<file path="config.mk">
export PLATFORM = sky130hd
export DESIGN_NAME = pipe_delay_line
export DESIGN_NICKNAME = d
export VERILOG_FILES = /design/src/rtl/pipe_delay_line.sv
export SDC_FILE = /design/constraint.sdc
export NUM_CORES = 1
export LEC_CHECK = 0
export CAP_MARGIN = 20
export CORE_ASPECT_RATIO = 1.25
export CORE_MARGIN = 2
export CORE_UTILIZATION = 31
export DETAILED_ROUTE_END_ITERATION = 6
export SYNTH_ARGS = -nofsm -noshare
export SYNTH_HDL_FRONTEND = slang
export SYNTH_SLANG_ARGS = --single-unit
</file>
<file path="constraint.sdc">
create_clock -name clk -period 1.6 [get_ports clk]
set_clock_uncertainty 0.15 [all_clocks]
set_input_delay 0.24 -clock clk [delete_from_list [all_inputs] [get_ports clk]]
set_output_delay 0.24 -clock clk [all_outputs]
set_load 0.01 [all_outputs]
</file>
<file path="src/rtl/pipe_delay_line.sv">
// pipe_delay_line: DEPTH-stage valid/ready register chain with
// bubble compression, synchronous flush and registered occupancy.
// Ports:
//   clk, rst_n         clock, async active-low reset
//   clr                synchronous flush of every stage
//   in_valid/in_ready  upstream handshake, in_data payload
//   out_valid/out_ready downstream handshake, out_data payload
//   occupancy          number of valid stages after the last edge
module pipe_delay_line #(
  parameter int DATA_WIDTH = 16,
  parameter int DEPTH = 3,
  parameter logic [DATA_WIDTH-1:0] RST_VALUE = '0,
  parameter int CNT_WIDTH = $clog2(DEPTH+1)
) (
  input  logic                  clk,
  input  logic                  rst_n,
  input  logic                  clr,
  input  logic                  in_valid,
  output logic                  in_ready,
  input  logic [DATA_WIDTH-1:0] in_data,
  output logic                  out_valid,
  input  logic                  out_ready,
  output logic [DATA_WIDTH-1:0] out_data,
  output logic [CNT_WIDTH-1:0]  occupancy
);

  logic [DEPTH-1:0]      v;
  logic [DEPTH-1:0]      v_nxt;
  logic [DEPTH-1:0]      v_src;
  logic [DEPTH-1:0]      r;
  logic [DEPTH-1:0]      ld;
  logic [DATA_WIDTH-1:0] d     [DEPTH];
  logic [DATA_WIDTH-1:0] d_src [DEPTH];
  logic [CNT_WIDTH-1:0]  cnt_nxt;

  // r[i] = out_ready | any empty stage at or after i;
  // an accumulator keeps the ripple free of self-reference.
  always_comb begin : ready_chain
    logic acc;
    r   = '0;
    acc = out_ready;
    for (int i = DEPTH-1; i >= 0; i--) begin
      acc  = acc | ~v[i];
      r[i] = acc;
    end
  end

  always_comb begin
    v_src    = '0;
    for (int i = 0; i < DEPTH; i++) begin
      d_src[i] = RST_VALUE;
    end
    v_src[0] = in_valid;
    d_src[0] = in_data;
    for (int i = 1; i < DEPTH; i++) begin
      v_src[i] = v[i-1];
      d_src[i] = d[i-1];
    end
  end

  // data only moves with a valid item behind it
  assign ld = r & v_src;

  always_comb begin
    if (clr) begin
      v_nxt = '0;
    end else begin
      v_nxt = (r & v_src) | (~r & v);
    end
  end

  always_comb begin
    cnt_nxt = '0;
    for (int i = 0; i < DEPTH; i++) begin
      cnt_nxt = cnt_nxt + CNT_WIDTH'(v_nxt[i]);
    end
  end

  always_ff @(posedge clk or negedge rst_n) begin
    if (!rst_n) begin
      v         <= '0;
      occupancy <= '0;
    end else begin
      v         <= v_nxt;
      occupancy <= cnt_nxt;
    end
  end

  always_ff @(posedge clk or negedge rst_n) begin
    if (!rst_n) begin
      for (int i = 0; i < DEPTH; i++) begin
        d[i] <= RST_VALUE;
      end
    end else if (clr) begin
      for (int i = 0; i < DEPTH; i++) begin
        d[i] <= RST_VALUE;
      end
    end else begin
      for (int i = 0; i < DEPTH; i++) begin
        if (ld[i]) begin
          d[i] <= d_src[i];
        end
      end
    end
  end

  assign in_ready  = r[0];
  assign out_valid = v[DEPTH-1];
  assign out_data  = d[DEPTH-1];

endmodule

</file>
==> results.sh <==
# source this file to load flow results
export IMPL_worstSkewPairLatency_ns=0.30
export IMPL_power_total_uw=2488
export IMPL_detailedPlace_worstSlack_ns=-0.2793
export IMPL_arrival_ns=1.58
export IMPL_wl_microns=4789
export IMPL_syn_nets=248
export IMPL_async_flop_share_pct=100.0
export IMPL_period_minus_slack_ns=1.546
export IMPL_fill_cells=813
export IMPL_comb_share_pct=31.81
export IMPL_design_area_sq_um=3084
export IMPL_grt_pass1_vias=1691
export IMPL_synth_adder_area_share_pct=0.7956
export IMPL_largest_area_cell="dfrtp_1"
export IMPL_fin_cells=349
export IMPL_leakage_uw=0.001491
export IMPL_syn_area_per_cell_sq_um=11.13
export IMPL_nMultiInputCombCells=138
export IMPL_pwr_share_comb_pct=11.3
export IMPL_ff_count=53
export IMPL_grt_overflow=0
export IMPL_clk_share_pct=3.286
export IMPL_final_common_cell="dfrtp_1"
export IMPL_wl_met1_microns=2224
export IMPL_ys_cells=226
export IMPL_regArea_sq_um=1326
export IMPL_die_size_y_microns=104.7
export IMPL_fmax_ghz=0.6467
export IMPL_setup_viol=0
export IMPL_warnings=28
export IMPL_cts_root_buf="clkbuf_8"
export IMPL_synth_edff_count=0
export IMPL_slew_headroom_pct=69.98
export IMPL_finalCritPeriodShare_pct=96.64
export IMPL_cts_resized=14
export IMPL_peakVddDrop_uv=315.5
export IMPL_drtIter0Drc=128
export IMPL_cp_end_kind="flip-flop"
export IMPL_grt_antenna_before_repair=0
export IMPL_switching_share_pct=22.99
export IMPL_final_cell_mix="53 x dfrtp_1, 48 x nand2b_1, 32 x mux2i_1, 20 x clkdlybuf4s50_1, 17 x a21oi_1"
export IMPL_antenna_cells=0
export IMPL_rsz0062_at_grt="true"
export IMPL_maxCapViolCount=0
export IMPL_simple_gate_area_share_pct=16.31
export IMPL_synth_top_cells_by_count="53 x dfrtp_1, 48 x nand2b_1, 32 x mux2i_1"
export IMPL_postCtsHoldBufs=1
export IMPL_clockBufferDepth=2
export IMPL_ys_sh_mux_pct=12.73
export IMPL_p_per_area_nw_per_um2=806.8
export IMPL_topCellsByArea="dfrtp_1 53%, mux2i_1 13%, nand2b_1 12%, buf_4 5.4%, a21oi_1 3.8%"
export IMPL_cts_tree="done"
export IMPL_grt_max_degree=37
export IMPL_drt_pass1_iterations=4
export IMPL_dr_wl_met3_microns=240
export IMPL_wire_per_inst_microns=13.72
export IMPL_ys_types=18
export IMPL_chipArea_sq_um=8858
export IMPL_place_hpwl_microns=3192
export IMPL_ys_sh_aoi_pct=8.105
export IMPL_h_tree_depth=2
export IMPL_nets=275
export IMPL_io_buffers=40
export IMPL_startpoint_type="flip-flop"
export IMPL_slew_violations=0
export IMPL_ff2ff_path_depth=4
export IMPL_ys_chip_area_sq_um=2516
export IMPL_r2r_end="occupancy[0]"
export IMPL_outcome="complete, no violations"
export IMPL_grt_usage_pct=11.35
export IMPL_p_int_uw=1916
export IMPL_hold_path_startpoint="clr"
export IMPL_n_all_inverters=2
export IMPL_worst_pin_slew_ns=0.4503
export IMPL_route_met2_wl_microns=2234
export IMPL_drc_errors=0
export IMPL_area_growth_pct=22.58
export IMPL_boundaryPins=41
export IMPL_critPathKind="reg2reg"
export IMPL_drive_gt1_share_pct=11.81
export IMPL_p_seq_share_pct=56.2
export IMPL_fin_ws_ns=0.05375
export IMPL_hold_class="in2reg"
export IMPL_nWellTaps=95
export IMPL_die_w_microns=84.58
export IMPL_cts_buffers=5
export IMPL_buf_share_pct=17.81
export IMPL_ys_sh_xor_pct=0
export IMPL_largestClassByArea="sequential cells"
export IMPL_ff_type="dfrtp_1"
export IMPL_fp_util_pct=32.10
export IMPL_coreArea_sq_um=7838
export IMPL_num_vias=1593
export IMPL_whs_path_depth=2
export IMPL_globalplace_congestion=0.6819
export IMPL_cts_clk_slew_worst_paths_ns=0.09
export IMPL_crit_required_ns=1.63
export IMPL_fin_setup_tns_ns=0
export IMPL_p_sw_uw=572.1
export IMPL_placed_cells=338
export IMPL_final_core_util_pct=39.35
export IMPL_yosys_area_top_type_share_pct=52.71
export IMPL_placed_area_sq_um=2934
export IMPL_synthCells=226
export IMPL_grt_pass1_wl_microns=8162
per-layer routing:
layer	vias to the layer above	GRT usage (%)
met3	6	2.291
met4	0	4.422
li1	797	-
met2	42	18.05
met5	-	0
met1	748	15.17
registers in the layout, indices dropped and copies added (netlist names):
| name | count |
|---|---|
| out_data | 16 |
| occupancy | 2 |
| v | 3 |
| d | 32 |
power by group through the flow:
stage / logic, uW / registers [uW] / clock network [uW]
6_report: 280 / 1400 / 810
2_1_floorplan: 150 / 1420 / 0
3_5_place_dp: 277 / 1430 / 0
4_1_cts: 278 / 1400 / 841
3_3_place_gp: 273 / 1420 / 0
5_1_grt: 310 / 1400 / 891
critical path, cell delays in order (launching register included):
cell	delay [ns]
dfrtp_1	0.38
nor2b_4	0.19
nand3_2	0.10
a21oi_2	0.18
fa_1	0.43
Fig. 1: register map, names as in the netlist
Scale: 4 px per micron. Other cells in grey.
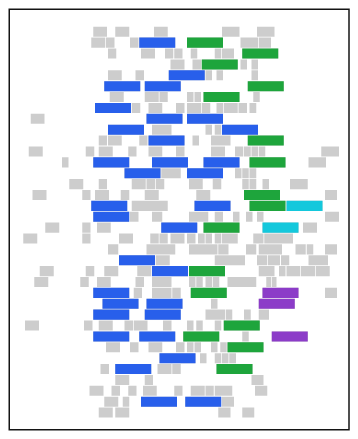
`d`: marked blue, sequential cells 32. `v`: marked purple, sequential cells 3. `out_data`: marked green, sequential cells 16. `occupancy`: marked cyan, sequential cells 2.

Fig. 2: cell area per tile
Scale: 4 px per micron. The die is cut into 8 by 10 equal tiles; white is low, dark blue is high, 0 to 100% covered.
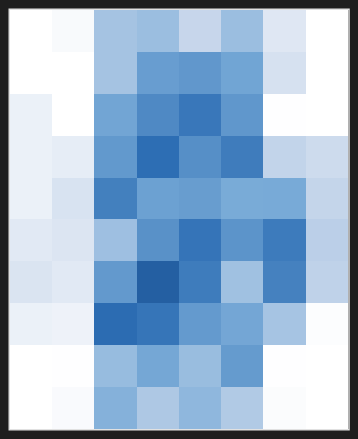
The densest ninth of the die: centre. 3.7% of the tiles are over 75% full. The mean over all tiles is 34%. The fullest tile reaches 81%. 19% of the tiles are nearly empty. The emptiest ninth of the die: north-west.

Power and IR drop assume default switching activity.
